==> config.mk <==
export PLATFORM = sky130hd
export DESIGN_NAME = pipe_ctrl
export DESIGN_NICKNAME = d
export VERILOG_FILES = /design/src/rtl/pipe_ctrl.sv
export SDC_FILE = /design/constraint.sdc
export NUM_CORES = 1
export LEC_CHECK = 0
export ABC_AREA = 1
export CAP_MARGIN = 10
export CORE_MARGIN = 2
export CORE_UTILIZATION = 37
export CTS_CLUSTER_DIAMETER = 40
export DETAILED_ROUTE_END_ITERATION = 10
export PLACE_DENSITY = 0.66
export SETUP_SLACK_MARGIN = 0.1
export SKIP_LAST_GASP = 1
export SYNTH_ARGS = -nofsm -noshare
export SYNTH_HDL_FRONTEND = slang
export SYNTH_SLANG_ARGS = --single-unit
==> constraint.sdc <==
create_clock -name clk -period 1.55 [get_ports clk]
set_input_delay 0.2325 -clock clk [delete_from_list [all_inputs] [get_ports clk]]
set_output_delay 0.2325 -clock clk [all_outputs]
set_load 0.005 [all_outputs]
### The clock network, run 1

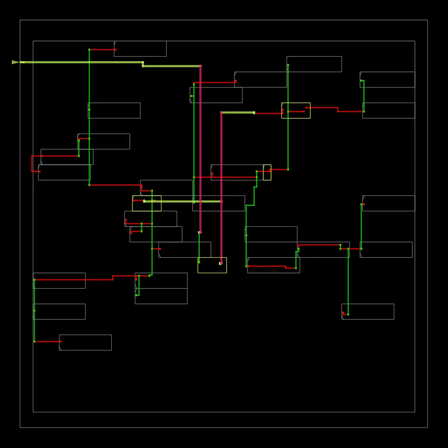
# clk buffers: 4
Late-Pin Clk Latency: 0.28 ns

### Clock distribution, run 1

Bar = 20 µm.
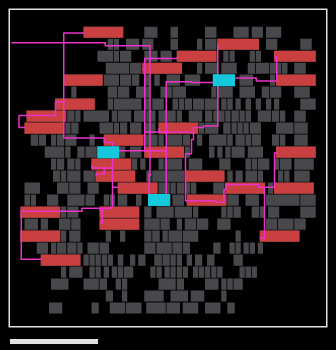
[clock-net drivers] cyan | count: 3
[clock wires] magenta | length: 395 µm
[flip-flops] red | count: 27
routed clock nets: 4
Fin Clk Skew: 0.0107 ns
clock group share of total power: 18.5%
clock network power: 0.411 mW

### Placement by cell class, run 1

Fill, decap, tap and diode cells in grey.
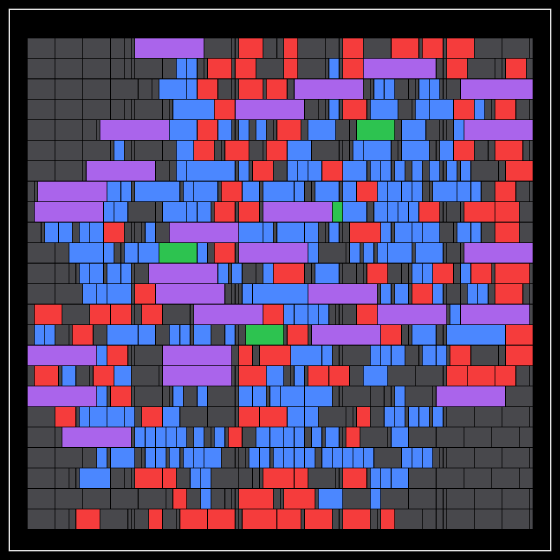
| class | colour | cells |
|---|---|---|
| clock drivers and dummy loads | green | 4 |
| remaining buffers and delay cells | red | 97 |
| remaining logic cells | blue | 212 |
| registers | purple | 27 |
core area: 4380 µm²
cell area after layout: 2710 µm²
Core Util, Final: 61.9%
number of core rows: 24

==> qor.tcl, run 1 <==
set qor(top_pwr_grp) {combinational cells}
set qor(worst_r2r_path_depth) 9
set qor(ys_seq_elements) 27
set qor(layout_worst_path_cycle_share_pct) 101
set qor(post_route_cells_drive_above_1_share_pct) 32.6
set qor(period_minus_slack_ns) 1.56
set qor(global_route.usage.met1_pct) 23.1
set qor(die_h_um) 71.7
set qor(post_cts.repair.setup_buffers) 18
set qor(layoutNonFillerInstCount) 392
set qor(area.growth.synth_to_final_pct) 60.1
set qor(status) {complete, but fails checks}
set qor(cellLeakagePower_nw) 1.44
set qor(clock_sink_count) 27
set qor(min_delay_path_depth) 2
set qor(top_area_cell) {dfrtp_1}
set qor(p_int_mw) 1.49
set qor(fmax_ghz) 0.641
set qor(setup_violations) 6
set qor(top_cell_area_share_pct) 39.9
set qor(buffer_ports.inserted) 44
set qor(cap_viol_max_count) 0
set qor(avgSynthCellArea_um2) 6.95
set qor(crit_path_max_fanout) 6
set qor(final_critical_path_setup_slack_ns) -0.00983
set qor(critical_path.endpoint_type) {flop}
set qor(drt-vias-per-instance) 4.75
set qor(ctsHoldBuffers) 0
set qor(design.seq.count) 27
set qor(critical_path.n_buffers_inverters) 1
set qor(switchingPower_mw) 0.727
set qor(total_gr_overflow) 0
set qor(ctsLongestPathBuffers) 2
set qor(drt_iter0_markers) 56
set qor(cp-start-kind) {flop}
set qor(syn_nets) 268
set qor(grtUsageTotal_pct) 19.5
set qor(final_report_hold_violation_count) 0
set qor(num_vias) 1863
set qor(vdd_drop_max_v) 0.000470
set qor(yosys-stat-cells) 244
set qor(critPathSlowestCell) {dfrtp_1}
set qor(violations) {negative setup slack}
set qor(pg_comb_mw) 0.968
set qor(max_slew.worst_pin.slew_ns) 0.358
set qor(stage_log_warnings) 29
set qor(layout.comb_gates.multi_input) 178
set qor(report.power.total_mw) 2.22
set qor(cp_slowest_stage_delay_ns) 0.36
set qor(cts_root_buffer) {clkbuf_8}
set qor(comb-cell-share_pct) 37.0
set qor(seq_cell_power_mw) 0.838
set qor(cts_resized) 63
set qor(design.portCount) 45
set qor(report.final.slew_viol_count) 0
set qor(number_of_nets_with_antenna_violations_after_detailed_routing) 0
set qor(netlist_top_cells_area) {dfrtp_1 40%, nand2_1 18%, nand3_1 7.7%}
set qor(crit_family) {simple AND/OR/NAND/NOR gates}
set qor(nets) 365
set qor(maximum_number_of_pins_on_one_net_before_global_route_repair) 28
set qor(fraction_of_the_yosys_area_taken_by_sequential_cells_pct) 39.9
set qor(die-width_um) 71.7
set qor(via_count_of_the_first_global_routing_pass) 1831
set qor(worst_slew_margin_rel_pct) 76.1
set qor(power.share.combinational_pct) 43.7
set qor(fraction_of_met2_tracks_used_by_global_routing_pct) 35.0
set qor(nNonClkBuffers) 97
set qor(tritoncts) {done}
set qor(ff_latch_area_um2) 678
set qor(logic_area_um2) 1000
set qor(place_congestion) 0.800
set qor(floorplan.core_util_pct) 38.7
-- run 1: synth_stat cells --
cell type,n
nand2_2,2
nand4_1,2
a21oi_1,5
nand3_2,1
nor3_2,1
o32ai_1,1
nand2_1,81
inv_2,4
o21ai_0,8
buf_2,2
xor2_1,5
nor3_1,3
nor3b_1,1
ha_1,2
inv_1,30
nand3_1,26
nor2_2,2
nand2_4,1
xnor2_1,9
o21ai_1,1
dfrtp_1,27
nor4_1,1
buf_4,2
buf_6,1
nor2_1,26
-- run 1: per-stage QoR --
step	util (%)	hold WS [ns]	cell area, µm²	TNS, ns	worst slack [ns]
detailed placement	54.7	0.458	2400	-11.49	-0.664
global placement	54.7	0.452	2400	-11.01	-0.648
finish	61.9	0.473	2710	-0.0308	-0.00983
CTS	58.8	0.479	2580	-0.0316	-0.0132
floorplan	-	-0.0631	1720	-0.720	-0.0665
global route	61.9	0.505	2710	-2.42	-0.164
-- run 1: logic make-up after synthesis --
family | after synthesis | synth area share (%)
DFF | 27 | 39.9
adders and majority gates | 2 | 1.48
and+or+nand+nor | 147 | 37.1
AOI/OAI and AO/OA | 15 | 4.65
xor gates and xnor gates | 14 | 7.23
buffers and inverters | 39 | 9.67
-- run 1: per-layer routing --
metal,share of wire (%),up-vias
met2,52,26
met1,44,878
met4,1.6,0
met3,3.0,7
met5,0,-
li1,-,952
-- run 1: cell usage in the layout, fill, tap and decap left out, types with 4 or more instances in the layout --
master            n
nand3_1          18
xnor2_1           9
nor2_2            9
nand3_2           8
dfrtp_1          25
clkdlybuf4s50_1  10
inv_1            28
inv_2             6
xor2_1            5
clkdlybuf4s15_1   6
buf_6             6
buf_4            49
buf_2             4
nand2_1          76
clkbuf_2          7
nor2_1           18
nand2_2           4
o21ai_0           5
dlygate4sd2_1    12
### Where the registers sit, run 1

Bar = 20 µm. Other sequential cells in the stronger grey, the rest of the logic in the fainter grey.
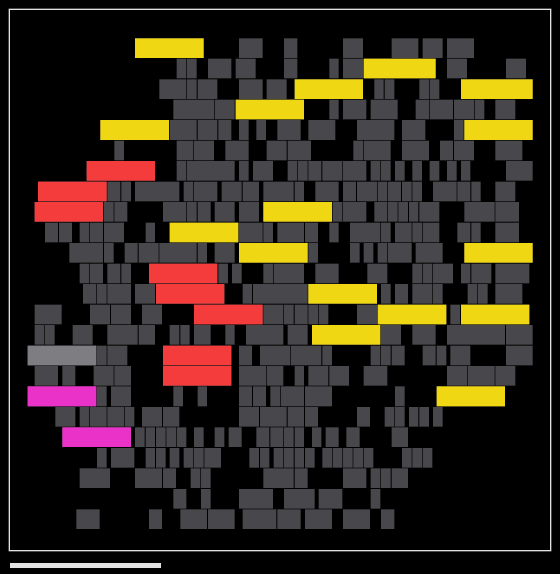

==> run 1 -> run 2 <==
--- a/config.mk
+++ b/config.mk
@@ -11,6 +11,7 @@
 export CORE_UTILIZATION = 37
 export CTS_CLUSTER_DIAMETER = 40
 export DETAILED_ROUTE_END_ITERATION = 10
+export GPL_TIMING_DRIVEN = 0
 export PLACE_DENSITY = 0.66
 export SETUP_SLACK_MARGIN = 0.1
 export SKIP_LAST_GASP = 1
==> constraint.sdc (replaced) <==
create_clock -name clk -period 1.55 [get_ports clk]
set_input_delay 0.2325 -clock clk [delete_from_list [all_inputs] [get_ports clk]]
set_output_delay 0.2325 -clock clk [all_outputs]
set_load 0.01 [all_outputs]
### Where the registers sit, run 2

Bar = 20 µm. Other sequential cells in the stronger grey, the rest of the logic in the fainter grey.
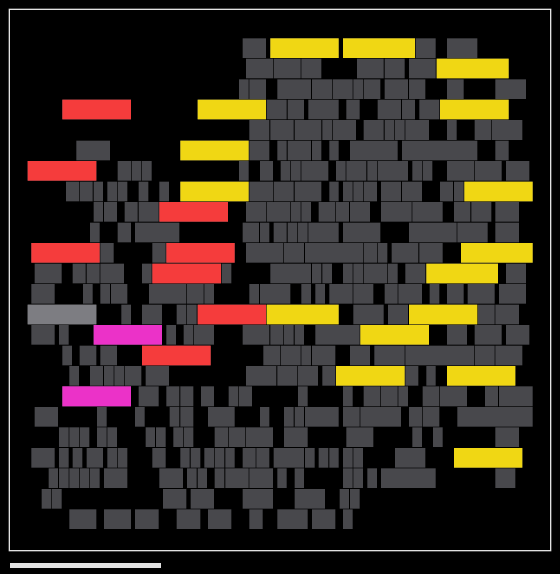
| name in the netlist | colour | placed flops |
|---|---|---|
| stall_cnt | yellow | 16 |
| wait_q | red | 8 |
| state_q | magenta | 2 |
power of the sequential group: 0.915 mW
Core Util, Final: 64.3%
register cell area after layout: 682 µm²
sequential share of cell area: 24.2%

==> qor.tcl, run 2 <==
set qor(pwr-share-clk_pct) 18.3 ;# was 18.5%
set qor(cellLeakagePower_nw) 1.51 ;# was 1.44 nW
set qor(post_route_cells_drive_above_1_share_pct) 33.5 ;# was 32.6%
set qor(num_vias) 1825 ;# was 1863
set qor(r2r_slack_ns) -0.10 ;# was -0.01 ns
set qor(number_of_nets_with_antenna_violations_after_detailed_routing) 0 ;# unchanged
set qor(power.share.combinational_pct) 40.9 ;# was 43.7%
set qor(top_area_cell) {dfrtp_1} ;# unchanged
set qor(violations) {negative setup slack} ;# unchanged
set qor(design.core.area_um2) 4380 ;# unchanged
set qor(fmax_ghz) 0.597 ;# was 0.641 GHz
set qor(area.growth.synth_to_final_pct) 66.2 ;# was 60.1%
set qor(lay_top_cells) {60 x nand2_1, 32 x buf_4, 28 x inv_1} ;# was 76 x nand2_1, 49 x buf_4, 28 x inv_1
set qor(worst_setup_path_category) {flop to output pin} ;# was flop to flop
set qor(synthTopCellsByCount) {81 x nand2_1, 30 x inv_1, 27 x dfrtp_1, 26 x nand3_1, 26 x nor2_1} ;# unchanged
set qor(buffer_ports.inserted) 44 ;# unchanged
set qor(final_report_hold_violation_count) 0 ;# unchanged
set qor(layout_worst_path_cycle_share_pct) 108 ;# was 101%
set qor(vdd_drop_max_v) 0.000570 ;# was 0.000470 V
set qor(period_minus_slack_ns) 1.67 ;# was 1.56 ns
set qor(nets) 356 ;# was 365
set qor(worst_skew_pair.late_latency_ns) 0.28 ;# about the same
set qor(cap_viol_max_count) 0 ;# unchanged
set qor(report.power.total_mw) 2.24 ;# was 2.22 mW
set qor(hold_ws_ns) 0.357 ;# was 0.473 ns
set qor(final_critical_path_setup_slack_ns) -0.124 ;# was -0.00983 ns
set qor(async_flop_share_pct) 100 ;# unchanged
set qor(cell_with_the_most_instances_after_synthesis) {nand2_1} ;# unchanged
set qor(grt_antenna_before_repair) 0 ;# unchanged
set qor(cts_root_buffer) {clkbuf_8} ;# unchanged
set qor(die_h_um) 71.7 ;# unchanged
set qor(synth-edff-count) 0 ;# unchanged
set qor(maximum_number_of_pins_on_one_net_before_global_route_repair) 19 ;# was 28
set qor(place_congestion) 0.859 ;# was 0.800
set qor(logic_area_um2) 1080 ;# was 1000 µm²
set qor(switchingPower_mw) 0.792 ;# was 0.727 mW
set qor(postSynth.topFlopCell) {dfrtp_1} ;# unchanged
set qor(netlist_top_cells_area) {dfrtp_1 40%, nand2_1 18%, nand3_1 7.7%} ;# unchanged
set qor(report.final.slew_viol_count) 0 ;# unchanged
set qor(tritoncts) {done} ;# unchanged
set qor(design.portCount) 45 ;# unchanged
set qor(layoutNonFillerInstCount) 383 ;# was 392
set qor(layout.cells.most_common) {nand2_1} ;# unchanged
set qor(yosys-stat-cells) 244 ;# unchanged
set qor(worst_r2r_path_depth) 10 ;# was 9
set qor(via_count_of_the_first_global_routing_pass) 1802 ;# was 1831
set qor(floorplan.core_util_pct) 38.7 ;# unchanged
set qor(max_slew.worst_pin.slew_ns) 0.819 ;# was 0.358 ns
set qor(fp-row-count) 24 ;# unchanged
set qor(critical_path.endpoint_type) {output pin} ;# was flop
set qor(top_cell_area_share_pct) 39.9 ;# unchanged
set qor(final_cell_area_um2) 2820 ;# was 2710 µm²
set qor(status) {complete, but fails checks} ;# unchanged
set qor(worst_slew_margin_rel_pct) 45.4 ;# was 76.1%
set qor(dp_worst_setup_slack_ns) -1.22 ;# was -0.664 ns
set qor(ys_seq_elements) 27 ;# unchanged
set qor(stage_log_warnings) 29 ;# unchanged
set qor(clock_sink_count) 27 ;# unchanged
set qor(placement.cell_area_um2) 2260 ;# was 2400 µm²
set qor(drt_iter0_markers) 107 ;# was 56
set qor(syn_nets) 268 ;# unchanged
set qor(cp-start-kind) {flop} ;# unchanged
set qor(final.setup_skew_ns) 0.00755 ;# was 0.0107 ns
set qor(setup_violations) 17 ;# was 6
set qor(grtUsageTotal_pct) 18.9 ;# was 19.5%
-- run 2: cell counts after synthesis --
Identical to the previous run, type by type.
-- run 2: cell type report --
class                      count  share of cell area [%]
sequential                    27                    24.2
timing repair buffer          83                    26.6
clock buffer                   4                    1.60
multi-input combinational    178                    38.4
buffer                         5                    2.26
tap                           52                    2.31
inverter                      34                    4.62
-- run 2: what timing repair did --
action,4_1_cts,5_1_grt
gates resized,92,42
endpoints found under the setup margin,41,47
buffers inserted,30,5
cloned,2,0
pin swaps,19,16
hold buffers,2,0
hold endpoints to repair,9,0
-- run 2: worst max-delay path: stages (launching register included) --
cell     delay, ns
dfrtp_1       0.39
nor2_2        0.09
o21ai_2       0.07
nor2_2        0.12
buf_4         0.12
nand2_4       0.04
buf_8         0.12
inv_4         0.04
buf_6         0.08
buf_6         0.08
-- run 2: power groups by stage --
stage	registers (mW)	logic (mW)	clock network (mW)
global route	0.929	1.01	0.448
finish	0.915	0.918	0.409
floorplan	0.939	0.326	0
CTS	0.902	0.841	0.421
detailed placement	0.926	0.665	0
global placement	0.922	0.644	0
-- run 2: cell families after synthesis --
| family | count (synthesis) | synth area share (%) |
|---|---|---|
| AOI/OAI and AO/OA | 15 | 4.65 |
| buffers and inverters | 39 | 9.67 |
| adders and majority gates | 2 | 1.48 |
| and+or+nand+nor | 147 | 37.1 |
| DFF | 27 | 39.9 |
| xor gates and xnor gates | 14 | 7.23 |
-- run 2: layer usage --
layer	GRT usage, %	part of all wire (%)
met5	0	0
met4	5.45	1.1
met3	3.94	3.2
met2	34.4	53
met1	22.4	42
Power figures rest on the tool's default switching activity, not on a simulated workload.
